File: src/rtl/mem_bus_arbiter_pkg.sv
// Shared types and constants for the two-master Data_Memory arbiter.
// State encodings and master indices are fixed so waveforms stay readable across the CPU.
package mem_bus_arbiter_pkg;

    typedef enum logic [1:0] {
        ST_IDLE    = 2'd0,
        ST_BUSY    = 2'd1,
        ST_RELEASE = 2'd2
    } arb_state_e;

    localparam logic M0 = 1'b0;
    localparam logic M1 = 1'b1;

    // Watchdog counter width; a disabled watchdog still gets a 1-bit counter.
    function automatic int wd_width(input int timeout_cyc);
        return (timeout_cyc > 0) ? $clog2(timeout_cyc + 1) : 1;
    endfunction

endpackage

File: src/rtl/mem_bus_arbiter_rr_pick2.sv
// Two-way round-robin pick: a lone requester wins, a tie goes to the master
// that was not granted last.
module rr_pick2 (
    input  logic req0_i,
    input  logic req1_i,
    input  logic rr_last_i,
    output logic valid_o,
    output logic winner_o
);

    // Combinational winner selection
    always_comb begin
        valid_o = req0_i | req1_i;
        if (req0_i && req1_i) begin
            winner_o = ~rr_last_i;
        end else begin
            winner_o = req1_i;
        end
    end

endmodule

File: src/rtl/mem_bus_arbiter.sv
// Serialises icache (m0) and dcache (m1) enable/ack transactions onto the single
// Data_Memory port, round-robin, with a BUSY watchdog and a sticky timeout flag.
module mem_bus_arbiter
    import mem_bus_arbiter_pkg::*;
#(
    parameter int ADDR_W      = 32,
    parameter int DATA_W      = 256,
    parameter int TIMEOUT_CYC = 64
) (
    input  logic              clk_i,
    input  logic              rst_i,
    input  logic              m0_enable_i,
    input  logic              m0_write_i,
    input  logic [ADDR_W-1:0] m0_addr_i,
    input  logic [DATA_W-1:0] m0_data_i,
    output logic              m0_ack_o,
    output logic [DATA_W-1:0] m0_data_o,
    input  logic              m1_enable_i,
    input  logic              m1_write_i,
    input  logic [ADDR_W-1:0] m1_addr_i,
    input  logic [DATA_W-1:0] m1_data_i,
    output logic              m1_ack_o,
    output logic [DATA_W-1:0] m1_data_o,
    output logic              mem_enable_o,
    output logic              mem_write_o,
    output logic [ADDR_W-1:0] mem_addr_o,
    output logic [DATA_W-1:0] mem_data_o,
    input  logic              mem_ack_i,
    input  logic [DATA_W-1:0] mem_data_i,
    output logic              timeout_o
);

    localparam int              WD_W    = wd_width(TIMEOUT_CYC);
    localparam logic [WD_W-1:0] WD_LAST = (TIMEOUT_CYC > 0) ? WD_W'(TIMEOUT_CYC - 1) : '0;
    localparam logic [WD_W-1:0] WD_SAT  = WD_W'(TIMEOUT_CYC);

    arb_state_e        state_q, state_d;
    logic              gnt_q, gnt_d;
    logic              rr_last_q, rr_last_d;
    logic              req_write_q, req_write_d;
    logic [ADDR_W-1:0] req_addr_q, req_addr_d;
    logic [DATA_W-1:0] req_data_q, req_data_d;
    logic [WD_W-1:0]   wd_cnt_q, wd_cnt_d;
    logic              timeout_q, timeout_d;

    logic              pick_valid_s, pick_winner_s;
    logic              busy_s, wd_expire_s, finish_s;
    logic [DATA_W-1:0] rdata_s;

    rr_pick2 u_pick (
        .req0_i    (m0_enable_i),
        .req1_i    (m1_enable_i),
        .rr_last_i (rr_last_q),
        .valid_o   (pick_valid_s),
        .winner_o  (pick_winner_s)
    );

    assign busy_s      = (state_q == ST_BUSY);
    assign wd_expire_s = (TIMEOUT_CYC != 0) && busy_s && (wd_cnt_q == WD_LAST);

    // Next-state, request latching and watchdog
    always_comb begin
        state_d     = state_q;
        gnt_d       = gnt_q;
        rr_last_d   = rr_last_q;
        req_write_d = req_write_q;
        req_addr_d  = req_addr_q;
        req_data_d  = req_data_q;
        wd_cnt_d    = wd_cnt_q;
        timeout_d   = timeout_q;
        case (state_q)
            ST_IDLE: begin
                if (pick_valid_s) begin
                    state_d     = ST_BUSY;
                    gnt_d       = pick_winner_s;
                    rr_last_d   = pick_winner_s;
                    req_write_d = (pick_winner_s == M1) ? m1_write_i : m0_write_i;
                    req_addr_d  = (pick_winner_s == M1) ? m1_addr_i  : m0_addr_i;
                    req_data_d  = (pick_winner_s == M1) ? m1_data_i  : m0_data_i;
                    wd_cnt_d    = '0;
                end else begin
                    state_d = ST_IDLE;
                end
            end
            ST_BUSY: begin
                // A real ack beats a same-cycle watchdog expiry.
                if (mem_ack_i) begin
                    state_d = ST_RELEASE;
                end else if (wd_expire_s) begin
                    state_d   = ST_RELEASE;
                    timeout_d = 1'b1;
                end else begin
                    wd_cnt_d = (wd_cnt_q == WD_SAT) ? wd_cnt_q : wd_cnt_q + WD_W'(1);
                end
            end
            ST_RELEASE: begin
                state_d = ST_IDLE;
            end
            default: begin
                state_d = ST_IDLE;
            end
        endcase
    end

    // State and request registers
    always_ff @(posedge clk_i or negedge rst_i) begin
        if (!rst_i) begin
            state_q     <= ST_IDLE;
            gnt_q       <= M0;
            rr_last_q   <= M1;
            req_write_q <= 1'b0;
            req_addr_q  <= '0;
            req_data_q  <= '0;
            wd_cnt_q    <= '0;
            timeout_q   <= 1'b0;
        end else begin
            state_q     <= state_d;
            gnt_q       <= gnt_d;
            rr_last_q   <= rr_last_d;
            req_write_q <= req_write_d;
            req_addr_q  <= req_addr_d;
            req_data_q  <= req_data_d;
            wd_cnt_q    <= wd_cnt_d;
            timeout_q   <= timeout_d;
        end
    end

    // Ack path is combinational from mem_ack_i; an abort returns zero data.
    assign finish_s = busy_s && (mem_ack_i || wd_expire_s);
    assign rdata_s  = (busy_s && mem_ack_i) ? mem_data_i : '0;

    assign m0_ack_o  = finish_s && (gnt_q == M0);
    assign m1_ack_o  = finish_s && (gnt_q == M1);
    assign m0_data_o = m0_ack_o ? rdata_s : '0;
    assign m1_data_o = m1_ack_o ? rdata_s : '0;

    assign mem_enable_o = busy_s;
    assign mem_write_o  = busy_s && req_write_q;
    assign mem_addr_o   = busy_s ? req_addr_q : '0;
    assign mem_data_o   = busy_s ? req_data_q : '0;
    assign timeout_o    = timeout_q;

endmodule
File: config.mk
export PLATFORM = sky130hd
export DESIGN_NAME = mem_bus_arbiter
export DESIGN_NICKNAME = d
export VERILOG_FILES = /design/src/rtl/mem_bus_arbiter_pkg.sv /design/src/rtl/mem_bus_arbiter_rr_pick2.sv /design/src/rtl/mem_bus_arbiter.sv
export SDC_FILE = /design/constraint.sdc
export NUM_CORES = 1
export LEC_CHECK = 0
export CORE_AREA = 2 2 643 645
export CTS_BUF_LIST = sky130_fd_sc_hd__clkbuf_8
export DETAILED_ROUTE_END_ITERATION = 16
export DIE_AREA = 0 0 645 647
export PLACE_DENSITY = 0.3
export SLEW_MARGIN = 20
export SYNTH_ARGS = -nofsm -noshare
export SYNTH_HDL_FRONTEND = slang
export SYNTH_HIERARCHICAL = 1
export SYNTH_SLANG_ARGS = --single-unit
File: constraint.sdc
create_clock -name clk_i -period 2.3 [get_ports clk_i]
set_clock_uncertainty 0.15 [all_clocks]
set_input_delay 0.23 -clock clk_i [delete_from_list [all_inputs] [get_ports clk_i]]
set_output_delay 0.23 -clock clk_i [all_outputs]
set_load 0.005 [all_outputs]
Fig. 1: cell area per tile
32 x 32 tiles, from white (low) to dark blue (high), 0 to 100% covered.
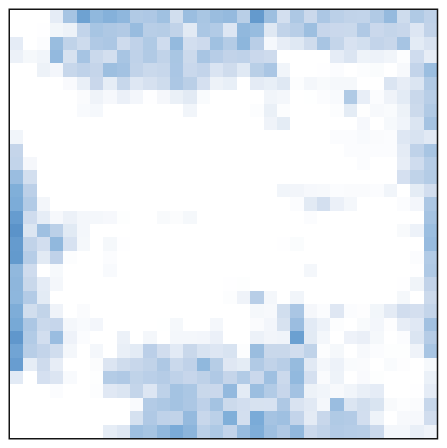
nearly empty tiles	50%
mean over tiles	11%
densest ninth of the die	south
emptiest ninth of the die	center
fullest tile	60%

Fig. 2: metal 2
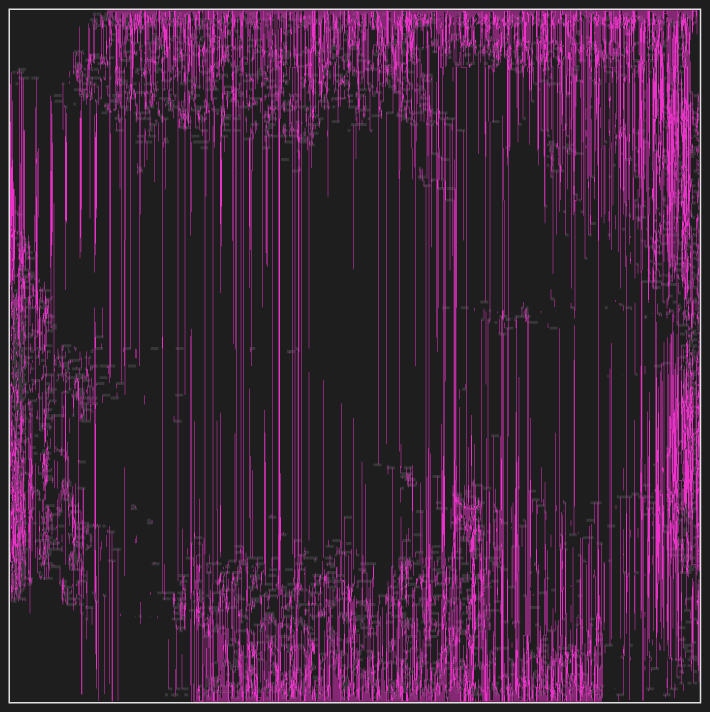
share of all routed wire	54%
wire length on this layer	153 mm

==> impl_metrics.tcl <==
# flow metrics
set metrics [dict create \
    buffers 2310 \
    regMostFlops "req_data_q" \
    vias_per_cell 2.60 \
    largest_class "non-clock buffers" \
    wl_met3_um 27300 \
    internal_power_mw 25.8 \
    highest_layer "met5" \
    crit_chain "buf_4, nand3b_1, nor2_4, buf_12, buf_6, and2_1, clkdlybuf4s50_1" \
    gr-usage-met2_pct 24.8 \
    netlist_area_mm2 0.0192 \
    setup_viol 803 \
    p_leak_nw 21.6 \
    cts_resized 129 \
    met3_usage_pct 5.32 \
    fin_util_pct 12.7 \
    vias 25900 \
    fin_hold_ws_ns 0.0991 \
    grt_usage_pct 13.0 \
    chip_area_mm2 0.417 \
    netlist_top_cells_count "547 x and2_1, 300 x dfrtp_1, 299 x nand2_1" \
    hold_violations 0 \
    gp_congestion 0.900 \
    power.switching_mw 21.1 \
    status "finished, violations left" \
    xor_share_pct 0 \
    clkPwrFrac_pct 13.5 \
    min_path_cells 3 \
    place_area_mm2 0.0479 \
    pre_cts_slack_ns -0.426 \
    synthCells 2244 \
    syn-num-nets 3085 \
    power_frac_comb_pct 66.2 \
    setup_tns_ns -468.10 \
    max-cap-violations 0 \
    holdCritPathClass "in -> reg" \
    failed_checks "negative setup slack" \
    min_to "req_data_q[159]" \
    wl_per_cell_um 28.6 \
    grt_pass1_wl_um 341000 \
    grt_most_used_layer "met2" \
    mostFrequentLayoutCells "1,232 x clkdlybuf4s50_1, 544 x and2_1, 413 x buf_4" \
    postSynthSeqShare_pct 39.2 \
    numCtsBuffers 66 \
    seq-cell-share_pct 14.5 \
    place_hpwl_um 258000 \
    numSynthFlops 301 \
    r2r-end "req_data_q[143]" \
    yosysCellCount 2244 \
    worst_slew_pin_slew_ns 0.692 \
    peakVddDrop_v 0.000338 \
    clockBufferDepth 3 \
    diodes 19 \
    met2WireLength_um 153000 \
    drtIter0Drc 1411 \
    ant_nets 0 \
    yosys.area.top_type "dfrtp_1" \
    fin_ws_ns -0.874 \
    pwr-share-seq_pct 20.3 \
    r2r_cells 6 \
    worstSetupPathDepth 7 \
    overflow 0 \
    cp-endpoint "m0_data_o[168]" \
    top_logic_kind "simple AND/OR/NAND/NOR gates" \
    comb_cells 1722 \
    clock_latency_ns 0.73 \
    pwr.group.clock_mw 6.33 \
    cts_sinks 301 \
    fp_util_pct 4.67 \
    met1Wirelength_um 96800 \
    inverters 6 \
    clock.fmax_mhz 315 \
    nFillCells 47100 \
    nonClkBufAreaFrac_pct 48.8 \
    die_w_um 645 \
    taps 5474 \
    min-delay-start "m0_data_i[159]" \
    lay_top_count "clkdlybuf4s50_1" \
    edf_count 0 \
    clk_pin_slew_ns 0.06 \
    area_leaders "dfrtp_1 39%, and2_1 18%, mux2i_1 15%" \
    seq_area_mm2 0.00754 \
    cts_tree "yes" \
    comb_share_pct 20.8 \
    yosys.area_share.adder_pct 0.130 \
    postCtsSetupBuffers 5 \
    final-clk-cell-share_pct 2.58 \
    tool_warnings 29 \
    crit_fanout 19 \
    simple_gate_share_pct 32.7 \
    period_used_pct 138 \
    cp-startpoint "state_q[1]" \
    syn_avg_cell_area_um2 8.56 \
    ys_types 32 \
]
Power figures rest on the tool's default switching activity, not on a simulated workload.
